--- src/rtl/muldiv_seq_pkg.sv ---
// Shared encodings for the iterative RV32M multiply/divide sequencer:
// funct3 op codes, FSM states and the iteration count.
package muldiv_seq_pkg;

   localparam int         MULDIV_ITER      = 32;
   localparam logic [5:0] MULDIV_LAST_ITER = 6'(MULDIV_ITER - 1);

   typedef enum logic [2:0] {
      MULDIV_OP_MUL    = 3'b000,
      MULDIV_OP_MULH   = 3'b001,
      MULDIV_OP_MULHSU = 3'b010,
      MULDIV_OP_MULHU  = 3'b011,
      MULDIV_OP_DIV    = 3'b100,
      MULDIV_OP_DIVU   = 3'b101,
      MULDIV_OP_REM    = 3'b110,
      MULDIV_OP_REMU   = 3'b111
   } muldiv_op_e;

   typedef enum logic [1:0] {
      ST_IDLE = 2'd0,
      ST_CALC = 2'd1,
      ST_FIX  = 2'd2,
      ST_DONE = 2'd3
   } muldiv_state_e;

   // rs1 is treated as signed by every op except the unsigned ones
   function automatic logic in1_is_signed(input muldiv_op_e op);
      return op inside {MULDIV_OP_MUL, MULDIV_OP_MULH, MULDIV_OP_MULHSU,
                        MULDIV_OP_DIV, MULDIV_OP_REM};
   endfunction

   // MULHSU differs from MULH only in treating rs2 as unsigned
   function automatic logic in2_is_signed(input muldiv_op_e op);
      return op inside {MULDIV_OP_MUL, MULDIV_OP_MULH,
                        MULDIV_OP_DIV, MULDIV_OP_REM};
   endfunction

endpackage

--- src/rtl/muldiv_step.sv ---
// One iteration of the sequencer datapath: shift-add multiply step or
// restoring-divide step. Divider path exists only with MULDIV_DIV_EN defined.
module muldiv_step
   import muldiv_seq_pkg::*;
#(
   parameter int XLEN = 32
) (
   input  logic              is_div,
   input  logic [2*XLEN-1:0] acc,
   input  logic [XLEN-1:0]   mcand,
   input  logic [XLEN-1:0]   opb,
   output logic [2*XLEN-1:0] acc_next,
   output logic [XLEN-1:0]   opb_next
);

   // Carry out of the upper-half add lands in bit 63 after the right shift.
   logic [XLEN:0] add_sum;
   assign add_sum = {1'b0, acc[2*XLEN-1:XLEN]} + (opb[0] ? {1'b0, mcand} : '0);

`ifdef MULDIV_DIV_EN
   // acc holds {remainder, quotient}; the dividend streams in MSB-first from opb.
   logic [XLEN:0]   rem_shift;
   logic [XLEN+1:0] trial;
   logic            unused_trial;

   assign rem_shift    = {acc[2*XLEN-1:XLEN], opb[XLEN-1]};
   assign trial        = {1'b0, rem_shift} - {2'b00, mcand};
   assign unused_trial = trial[XLEN];

   always_comb begin
      acc_next = {add_sum, acc[XLEN-1:1]};
      opb_next = opb >> 1;
      if (is_div) begin
         opb_next = opb << 1;
         if (!trial[XLEN+1]) begin
            acc_next = {trial[XLEN-1:0], acc[XLEN-2:0], 1'b1};
         end else begin
            acc_next = {rem_shift[XLEN-1:0], acc[XLEN-2:0], 1'b0};
         end
      end
   end
`else
   logic unused_step;

   assign acc_next    = {add_sum, acc[XLEN-1:1]};
   assign opb_next    = opb >> 1;
   assign unused_step = ^{is_div, acc[0]};
`endif

endmodule

--- src/rtl/muldiv_seq.sv ---
// Iterative RV32M multiply/divide sequencer (one bit per cycle, 34-cycle op).
// MULDIV_DIV_EN enables DIV/DIVU/REM/REMU; otherwise those ops return 0 at once.
module muldiv_seq
   import muldiv_seq_pkg::*;
#(
   parameter int XLEN = 32
) (
   input  logic            clk,
   input  logic            rst,
   input  logic            start,
   input  logic [2:0]      op,
   input  logic [XLEN-1:0] in1,
   input  logic [XLEN-1:0] in2,
   input  logic            kill,
   output logic            busy,
   output logic            done,
   output logic [XLEN-1:0] out
);

   muldiv_state_e     state_reg, state_next;
   muldiv_op_e        op_reg;
   logic              neg_reg;
   logic [XLEN-1:0]   mcand_reg;
   logic [XLEN-1:0]   opb_reg;
   logic [2*XLEN-1:0] acc_reg;
   logic [5:0]        cnt_reg;
   logic [XLEN-1:0]   out_reg;

   muldiv_op_e        op_in;
   logic              accept;
   logic              in1_neg, in2_neg, res_neg;
   logic [XLEN-1:0]   abs1, abs2;
   logic              special;
   logic [XLEN-1:0]   special_res;
   logic [2*XLEN-1:0] acc_step;
   logic [XLEN-1:0]   opb_step;
   logic [2*XLEN-1:0] prod_fix;
   logic [XLEN-1:0]   fix_res;

   // Operand conditioning at accept time
   assign op_in   = muldiv_op_e'(op);
   assign in1_neg = in1_is_signed(op_in) & in1[XLEN-1];
   assign in2_neg = in2_is_signed(op_in) & in2[XLEN-1];
   assign abs1    = in1_neg ? -in1 : in1;
   assign abs2    = in2_neg ? -in2 : in2;

`ifdef MULDIV_DIV_EN
   logic div_zero, div_ovf;

   assign div_zero = (in2 == '0);
   assign div_ovf  = (op_in == MULDIV_OP_DIV || op_in == MULDIV_OP_REM)
                     && (in1 == {1'b1, {(XLEN-1){1'b0}}}) && (in2 == '1);
   assign special  = op_in[2] & (div_zero | div_ovf);
   // Remainder follows the dividend; product and quotient follow both signs.
   assign res_neg  = (op_in[2] & op_in[1]) ? in1_neg : (in1_neg ^ in2_neg);

   always_comb begin
      special_res = '0;
      if (div_zero) begin
         special_res = op_in[1] ? in1 : '1;
      end else if (!op_in[1]) begin
         special_res = {1'b1, {(XLEN-1){1'b0}}};
      end
   end
`else
   assign special     = op_in[2];
   assign special_res = '0;
   assign res_neg     = in1_neg ^ in2_neg;
`endif

   // FSM
   always_ff @(posedge clk) begin
      if (rst) begin
         state_reg <= ST_IDLE;
      end else begin
         state_reg <= state_next;
      end
   end

   always_comb begin
      state_next = state_reg;
      accept     = 1'b0;
      case (state_reg)
         ST_IDLE: begin
            if (start && !kill) begin
               accept     = 1'b1;
               state_next = special ? ST_DONE : ST_CALC;
            end
         end
         ST_CALC: begin
            if (kill) begin
               state_next = ST_IDLE;
            end else if (cnt_reg == MULDIV_LAST_ITER) begin
               state_next = ST_FIX;
            end
         end
         ST_FIX:  state_next = kill ? ST_IDLE : ST_DONE;
         ST_DONE: state_next = ST_IDLE;
         default: state_next = ST_IDLE;
      endcase
      busy = (state_reg == ST_CALC) || (state_reg == ST_FIX);
      done = (state_reg == ST_DONE);
   end

   muldiv_step #(
      .XLEN (XLEN)
   ) u_step (
      .is_div   (op_reg[2]),
      .acc      (acc_reg),
      .mcand    (mcand_reg),
      .opb      (opb_reg),
      .acc_next (acc_step),
      .opb_next (opb_step)
   );

   // Sign fixup and result selection, registered in FIX
   assign prod_fix = neg_reg ? -acc_reg : acc_reg;

`ifdef MULDIV_DIV_EN
   logic [XLEN-1:0] div_sel, div_fix;

   assign div_sel = op_reg[1] ? acc_reg[2*XLEN-1:XLEN] : acc_reg[XLEN-1:0];
   assign div_fix = neg_reg ? -div_sel : div_sel;
`endif

   always_comb begin
      fix_res = '0;
      case (op_reg)
         MULDIV_OP_MUL: fix_res = prod_fix[XLEN-1:0];
         MULDIV_OP_MULH, MULDIV_OP_MULHSU, MULDIV_OP_MULHU:
            fix_res = prod_fix[2*XLEN-1:XLEN];
`ifdef MULDIV_DIV_EN
         default: fix_res = div_fix;
`else
         default: fix_res = '0;
`endif
      endcase
   end

   always_ff @(posedge clk) begin
      if (rst) begin
         op_reg    <= MULDIV_OP_MUL;
         neg_reg   <= 1'b0;
         mcand_reg <= '0;
         opb_reg   <= '0;
         acc_reg   <= '0;
         cnt_reg   <= '0;
         out_reg   <= '0;
      end else begin
         if (accept) begin
            op_reg    <= op_in;
            neg_reg   <= res_neg;
            mcand_reg <= abs2;
            opb_reg   <= abs1;
            acc_reg   <= '0;
            cnt_reg   <= '0;
            if (special) begin
               out_reg <= special_res;
            end
         end
         if (state_reg == ST_CALC) begin
            acc_reg <= acc_step;
            opb_reg <= opb_step;
            cnt_reg <= cnt_reg + 6'd1;
         end
         if (state_reg == ST_FIX && !kill) begin
            out_reg <= fix_res;
         end
      end
   end

   assign out = out_reg;

endmodule

--- config.mk ---
export PLATFORM = sky130hd
export DESIGN_NAME = muldiv_seq
export DESIGN_NICKNAME = d
export VERILOG_FILES = /design/src/rtl/muldiv_seq_pkg.sv /design/src/rtl/muldiv_step.sv /design/src/rtl/muldiv_seq.sv
export SDC_FILE = /design/constraint.sdc
export NUM_CORES = 1
export LEC_CHECK = 0
export ABC_CLOCK_PERIOD_IN_PS = 8200
export CAP_MARGIN = 5
export CORE_MARGIN = 3
export CORE_UTILIZATION = 35
export DETAILED_ROUTE_END_ITERATION = 10
export GPL_TIMING_DRIVEN = 1
export PLACE_DENSITY = 0.61
export SLEW_MARGIN = 10
export SYNTH_ARGS = -nofsm -noshare
export SYNTH_HDL_FRONTEND = slang
export SYNTH_HIERARCHICAL = 1
export SYNTH_SLANG_ARGS = --single-unit
--- constraint.sdc ---
create_clock -name clk -period 8.2 [get_ports clk]
set_clock_uncertainty 0.05 [all_clocks]
set_input_delay 2.46 -clock clk [delete_from_list [all_inputs] [get_ports clk]]
set_output_delay 2.46 -clock clk [all_outputs]
set_load 0.02 [all_outputs]
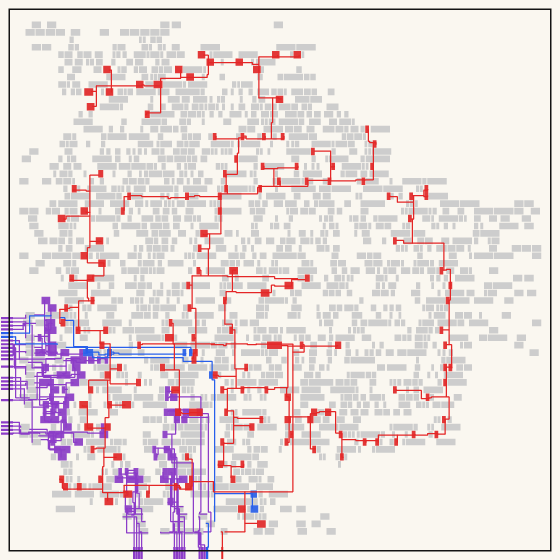
*I/O nets highlighted, run 1*
- rst: red (bits 1; direction input; end cells 149; buffers 3; wire 1,600 µm)
- in1: purple (bits 32; direction input; end cells 78; buffers 32; wire 1,290 µm)
- op: blue (bits 3; direction input; end cells 7; buffers 3; wire 294 µm)
Ports: 105
Port Buf Inserts: 104

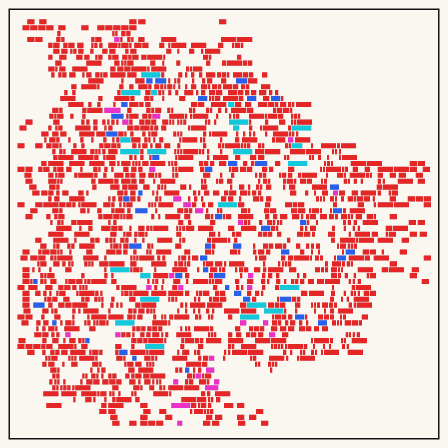
*Cells by drive strength, run 1*
- drive 2: blue (cells 44; share 2.6%)
- drive 3 to 4: magenta (cells 29; share 1.7%)
- drive 6 and up: cyan (cells 23; share 1.3%)
- drive 1 or less: red (cells 1,611; share 94%)
Post-Layout Inst Area: 14,100 µm²
Non-clock buffers: 117

==> impl_metrics.csv, run 1 <==
group,metric,value,unit
status,outcome,"complete, no violations",
yosys,synth_top_area_share,26.9,%
yosys,synthTopCellsByCount,"nor2_1, nand2_1, dfxtp_1",
sta,report.final.setup_viol,0,
floorplan,die_w,197,µm
yosys,synth_cell_types,100,
cells_and_area,final-seq-area,3440,µm²
clock_tree,clkSlewWorstSetupHoldPaths,0.07,ns
routing,viasPerCell,5.63,
routing,wl_met3,2280,µm
worst_setup_path,critPathMaxFanout,7,
grt,grt_max_degree,105,
worst_setup_path,r2r-start,"opb_reg[0]",
yosys,most_common_cell,"nor2_1",
yosys,synth_nets,1845,
flow_run,cap_violations,0,
place,globalplace.congestion,0.943,
yosys,top_area_cell,"dfxtp_1",
sta,drv_slew,0,
yosys,ys_chip_area,12800,µm²
grt,grt_use_total,19.4,%
sta,worst_slew_pin_slew,1.01,ns
routing,vias,12205,
power_and_ir_drop,cellPowerDensity,168,nW/µm²
routing,drt_iter0_drc,1089,
clock_tree,clock_path_buffers,2,
floorplan,die_height,197,µm
cells_and_area,layout.nets,1808,
clock_tree,worstSkewPairLatency,0.45,ns
sta,finalCritPeriodShare,57.4,%
yosys,ff_type,"dfxtp_1",
sta,slew_headroom,32.7,%
cells_and_area,synthToLayoutAreaGrowth,10.5,%
cells_and_area,logic_area,8310,µm²
grt,grt_pass1_vias,11252,
clock_tree,ctsHoldBuffers,0,
yosys,yosys_warnings,6,
routing,route.detailed.drc,0,
grt,antenna_found_initial,0,
sta,whs,0.407,ns
routing,met2_length,17200,µm
sta,setup_tns,0,ns
cells_and_area,largest_register_ffs,64,
routing,wl_met1,18500,µm
clock_tree,cts_tree,"yes",
clock_tree,cts.htree.levels,4,
hold_path,hp-start,"mcand_reg[20]",
yosys,edf_count,0,
clock_tree,numCtsBuffers,17,
clock_tree,postCtsResizedCells,0,
worst_setup_path,crit_arrival,4.95,ns
floorplan,initial_utilization,35.7,%
sta,rsz0062_at_grt,"no",
worst_setup_path,startpoint_type,"input port",
yosys,seq_area_frac_synth,26.9,%
place,hpwl,28400,µm
yosys,syn-instance-count,1733,
power_and_ir_drop,ir_worst_vdd,149,µV
grt,grt_pass1_wl,61400,µm
place,dp.cells,2138,
sta,fmax,0.212,GHz
sta,fin_crit,4.71,ns
yosys,synth_flops,172,
hold_path,hold_class,"flip-flop to flip-flop",
routing,firstDrtPassIters,5,
worst_setup_path,critPathCaptureType,"flip-flop",
routing,top_layer,"met4",
cells_and_area,drive_above_1_share,5.62,%
power_and_ir_drop,power.total,0.00237,W
power_and_ir_drop,power_leakage,5.66,nW
clock_tree,cts_setup_buffers,0,
cells_and_area,fill_cells,3708,
worst_setup_path,path_class,"input port to flip-flop",
worst_setup_path,r2r_setup_slack,4.68,ns
routing,wirelength,38600,µm
clock_tree,cts_sinks,172,
yosys,postSynth.asyncResetShare,0,%
flow_run,tool_warnings,31,
sta,hold_viol,0,
yosys,netlist_top_cells_area,"dfxtp_1, nor2_1, a21oi_1",
floorplan,chipArea,38900,µm²
cells_and_area,fin_cells,2168,
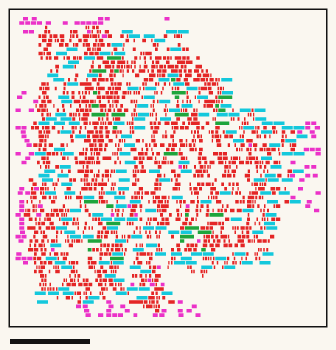
*Cells colored by class, run 1*
Scale bar: 50 µm.
- flip-flops: cyan (cells 172; share of their area 25%)
- clock drivers and dummy loads: green (cells 30; share of their area 4.1%)
- all other logic: red (cells 1,388; share of their area 62%)
- other buffers and delay cells: magenta (cells 117; share of their area 8.4%)
Core Box Area: 35,800 µm²
final core utilization: 39.5%
register share of the cell area: 24.4%
number of cell rows: 69

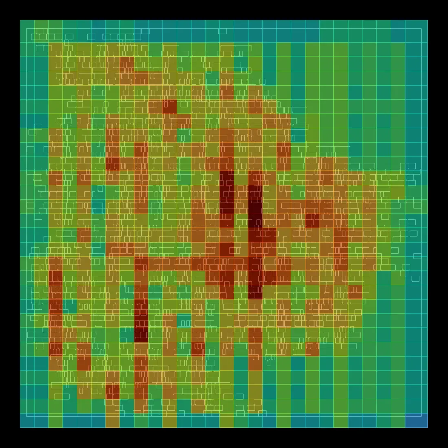
*Routing congestion map, run 1*
M2 GR Usage: 30.8%
DR WL/cell: 17.8 µm

==> run 1: cell families after synthesis <==
logic type               count (synthesis)  synth area share [%]
AND/OR/NAND/NOR                        712                  26.4
AND-OR/OR-AND                          462                  24.5
buffers and inverters                  205                  8.35
flip-flops                             172                  26.9
XOR/XNOR                               122                  8.35
adder cells (fa/ha/maj)                 41                  4.07
multiplexers                            18                  1.44
other                                    1                0.0293
==> run 1: placed cells by master, fill, tap and decap left out, types with 9 or more instances in the layout <==
master,Yosys,final
a211o_1,10,10
a211oi_1,30,30
a21o_1,26,26
a21oi_1,156,156
a221oi_1,10,10
a31oi_1,20,20
and2_1,38,38
and3_1,10,9
buf_4,64,14
clkbuf_16,0,17
clkdlybuf4s50_1,0,103
dfxtp_1,172,172
ha_1,40,39
inv_1,32,32
mux2i_1,15,15
nand2_1,194,194
nand3_1,19,18
nand4_1,19,19
nor2_1,269,269
nor3_1,45,45
nor4_1,28,28
o211ai_1,10,10
o21ai_0,36,36
o21ai_1,21,21
o22ai_1,10,10
o31ai_1,26,26
or3_1,17,17
or4_1,13,13
xnor2_1,50,50
xor2_1,72,72
==> run 1: routing by layer <==
layer,vias to the layer above,GRT usage [%]
li1,6048,-
met1,5744,27.7
met2,374,30.8
met3,39,2.80
met4,0,4.70
met5,-,0
==> run 1: metrics by stage <==
stage	setup slack, ns	area [µm²]
finish	3.49	14100
global route	3.32	14100
CTS	3.49	14100
detailed placement	3.04	13600
global placement	3.05	13600
floorplan	3.73	12800
==> run 1: layout make-up <==
class / instances / area share [%]
well taps: 461 / 4.08
multi-input cells: 1356 / 58.8
clock buffers: 20 / 3.30
repair buffers: 117 / 8.04
flip-flops and latches: 172 / 24.4
clock inverters: 10 / 0.593
inverters: 32 / 0.850
==> run 1: power by group <==
group / leakage (nW) / switching [W] / internal (W)
Combinational: 4.00 / 0.000428 / 0.000211
Sequential: 1.39 / 0.0000502 / 0.000904
Clock: 0.262 / 0.000365 / 0.000413
Total: 5.66 / 0.000842 / 0.00153
==> run 1: path summary, 6_finish.rpt <==
kind | cells after the start | end
worst min register to register | 2 | mcand_reg[20]
worst max-delay path | 9 | mcand_reg[28]
worst max register to register | 12 | acc_reg[61]
worst min-delay path | 2 | mcand_reg[20]
==> run 1: critical path, cell delays in order <==
cell,delay [ns]
clkdlybuf4s50_1,0.45
inv_1,0.08
ha_1,0.17
or4b_1,0.55
and4b_1,0.43
nand3_1,0.20
o41a_1,0.39
xnor2_1,0.14
a21oi_1,0.08
==> inputs of run 2 (changes only) <==
Settings changed: ABC_CLOCK_PERIOD_IN_PS 8200 to 4600.
Clock period 8.2 ns to 4.6 ns, I/O delays scaled along.
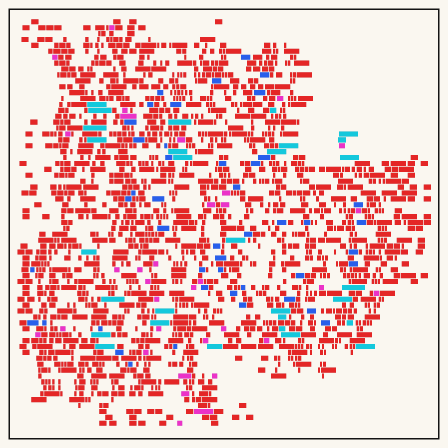
*Cells by drive strength, run 2*
- drive 1 or less: red (cells 1,612; share 94%)
- drive 6 and up: cyan (cells 29; share 1.7%)
- drive 3 to 4: magenta (cells 33; share 1.9%)
- drive 2: blue (cells 45; share 2.6%)
synthesis-to-finish area growth: 12.1%
Post-Layout Inst Area: 14,300 µm²
Final WS setup: 1.06 ns

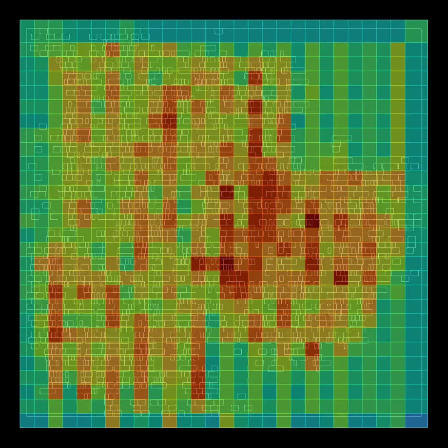
*Routing congestion map, run 2*
met3 usage in global routing: 3.45%
DR WL/cell: 18.0 µm

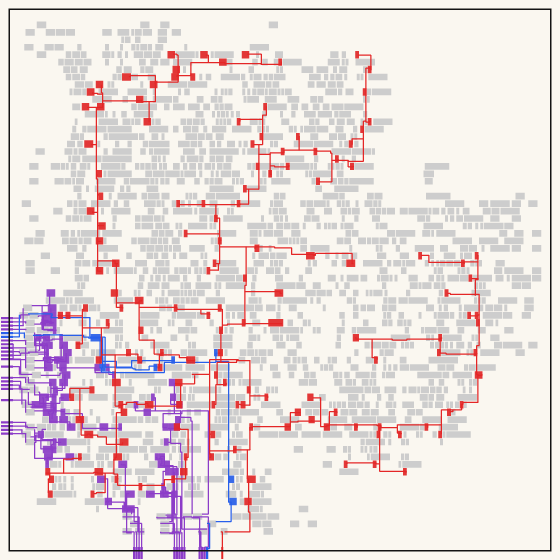
*I/O nets highlighted, run 2*
- in1: purple (bits 32; direction input; end cells 78; buffers 32; wire 1,220 µm)
- op: blue (bits 3; direction input; end cells 7; buffers 3; wire 301 µm)
- rst: red (bits 1; direction input; end cells 149; buffers 3; wire 1,580 µm)

==> impl_metrics.csv, run 2 <==
group,metric,value,unit
routing,viasPerCell,5.67,
cells_and_area,fill_cells,3651,
grt,grt_pass1_vias,11402,
yosys,synth_top_area_share,26.9,%
cells_and_area,layout.nets,1818,
flow_run,tool_warnings,31,
cells_and_area,logic_area,8310,µm²
worst_setup_path,path_cells,"clkdlybuf4s50_1 > or4_1 > nor3_1 > a21oi_1 > xnor2_1 > a211o_1 > a21oi_1",
sta,setup_tns,0,ns
sta,rsz0062_at_grt,"no",
clock_tree,postCtsResizedCells,0,
yosys,ys_cells,1733,
cells_and_area,largest_register_ffs,64,
yosys,synth_flops,172,
clock_tree,cts_tree,"yes",
power_and_ir_drop,ir_worst_vdd,243,µV
grt,grt_use_total,20.0,%
clock_tree,cts_setup_buffers,0,
place,hpwl,28500,µm
yosys,seq_area_frac_synth,26.9,%
yosys,synth_nets,1845,
yosys,synth_cell_types,100,
flow_run,cap_violations,0,
routing,drt_iter0_drc,1106,
floorplan,chipArea,38900,µm²
clock_tree,worstSkewPairLatency,0.45,ns
cells_and_area,layout_top_cells,"nor2_1, nand2_1, dfxtp_1, a21oi_1, clkdlybuf4s50_1",
routing,wirelength,39300,µm
yosys,netlist_top_cells_area,"dfxtp_1, nor2_1, a21oi_1",
grt,antenna_found_initial,0,
yosys,synthTopCellsByCount,"nor2_1, nand2_1, dfxtp_1",
worst_setup_path,crit_family,"simple AND/OR/NAND/NOR gates",
cells_and_area,drive_above_1_share,6.22,%
floorplan,die_height,197,µm
worst_setup_path,slowest_delay,0.62,ns
routing,route.detailed.drc,0,
worst_setup_path,crit_arrival,3.86,ns
worst_setup_path,startpoint_type,"input port",
cells_and_area,fin_cells,2180,
worst_setup_path,worst_ep_required_time,4.92,ns
sta,finalCritPeriodShare,77.0,%
yosys,top_area_cell,"dfxtp_1",
yosys,edf_count,0,
place,globalplace.congestion,0.947,
power_and_ir_drop,cellPowerDensity,316,nW/µm²
place,dp.cells,2148,
sta,hold_viol,0,
routing,ant_nets,0,
cells_and_area,insertedDiodeCount,0,
status,outcome,"complete, no violations",
clock_tree,clock_path_buffers,2,
clock_tree,cts_sinks,172,
yosys,syn-instance-count,1733,
floorplan,core_area,35800,µm²
cells_and_area,lay_top_count,"nor2_1",
sta,worst_slew_pin_slew,0.864,ns
routing,firstDrtPassIters,7,
worst_setup_path,crit_buf_inv,1,
routing,vias,12360,
yosys,ff_type,"dfxtp_1",
clock_tree,cts.htree.levels,4,
sta,fin_crit,3.54,ns
yosys,ys_chip_area,12800,µm²
worst_setup_path,critPathMaxFanout,7,
floorplan,design.portCount,105,
yosys,postSynth.asyncResetShare,0,%
worst_setup_path,critPathCaptureType,"flip-flop",
yosys,synth_area_per_cell,7.38,µm²
clock_tree,ctsHoldBuffers,0,
clock_tree,cts-root-buf,"clkbuf_16",
place,io_buffers,104,
worst_setup_path,slowest_stage,"or4_1",
yosys,syn_area,12800,µm²
hold_path,hold_class,"flip-flop to flip-flop",
clock_tree,clkSlewWorstSetupHoldPaths,0.07,ns
sta,drv_slew,0,
yosys,yosys_warnings,6,
sta,slew_headroom,42.2,%
sta,report.final.setup_viol,0,
floorplan,initial_utilization,35.7,%
cells_and_area,final-seq-area,3440,µm²
grt,grt_overflow,0,
yosys,most_common_cell,"nor2_1",
clock_tree,numCtsBuffers,17,
worst_setup_path,path_class,"input port to flip-flop",
worst_setup_path,cpMostUsedCell,"a21oi_1",
floorplan,num_rows,69,
grt,grt_pass1_wl,63400,µm
grt,grt_max_degree,132,
sta,fmax,0.282,GHz
power_and_ir_drop,power_leakage,5.77,nW
floorplan,die_w,197,µm
run 2: cell counts after synthesis:
No cell type changed its count.
run 2: cell type report:
cell class / instances / area share, %
multi-input cells: 1356 / 57.9
flip-flops and latches: 172 / 24.0
well taps: 461 / 4.02
clock inverters: 14 / 1.60
clock buffers: 18 / 2.99
repair buffers: 127 / 8.62
inverters: 32 / 0.837
run 2: per-stage QoR:
step | total power (W) | cell area [µm²] | hold slack, ns | setup WS, ns | utilization, %
2_1_floorplan | 0.00261 | 12800 | 0.382 | 1.21 | -
3_3_place_gp | 0.00287 | 13700 | 0.391 | 0.705 | 38.2
3_5_place_dp | 0.00289 | 13700 | 0.396 | 0.637 | 38.2
4_1_cts | 0.00456 | 14300 | 0.407 | 1.10 | 40.0
5_1_grt | 0.00478 | 14300 | 0.436 | 0.970 | 40.0
6_report | 0.00453 | 14300 | 0.403 | 1.06 | 40.0
run 2: final timing paths:
check	slack, ns	to	from	depth (start not counted)
setup / recovery	1.06	opb_reg[13]	in1[6]	7
hold / removal	0.40	mcand_reg[31]	mcand_reg[31]	2
setup reg to reg	1.27	out[20]	acc_reg[1]	8
hold reg to reg	0.40	mcand_reg[31]	mcand_reg[31]	2
run 2: logic make-up after synthesis:
family,after synthesis,share of synthesized area [%]
adder cells (fa/ha/maj),41,4.07
AND/OR/NAND/NOR,712,26.4
buffers and inverters,205,8.35
multiplexers,18,1.44
other,1,0.0293
XOR/XNOR,122,8.35
flip-flops,172,26.9
AND-OR/OR-AND,462,24.5
run 2: metal layers:
metal	vias to the layer above	share of wire, %	GRT usage (%)
met4	0	2.0	5.54
met2	419	44	30.8
met5	-	0	0
met3	46	5.7	3.45
met1	5810	48	28.9
li1	6085	-	-
run 2: worst min-delay path, delay by kind of cell, from the launching register on:
family             cells  cell delay (ns)
DFF                    1             0.31
and+or+nand+nor        1             0.05
AOI/OAI and AO/OA      1             0.05
run 2: power by group:
group	switching (W)	total (W)	internal [W]	leakage (nW)
logic	0.000778	0.00117	0.000397	4.06
registers	0.0000800	0.00169	0.00161	1.39
clock network	0.000685	0.00166	0.000978	0.319
No activity file was given, so power comes from the tool's default toggle rates.
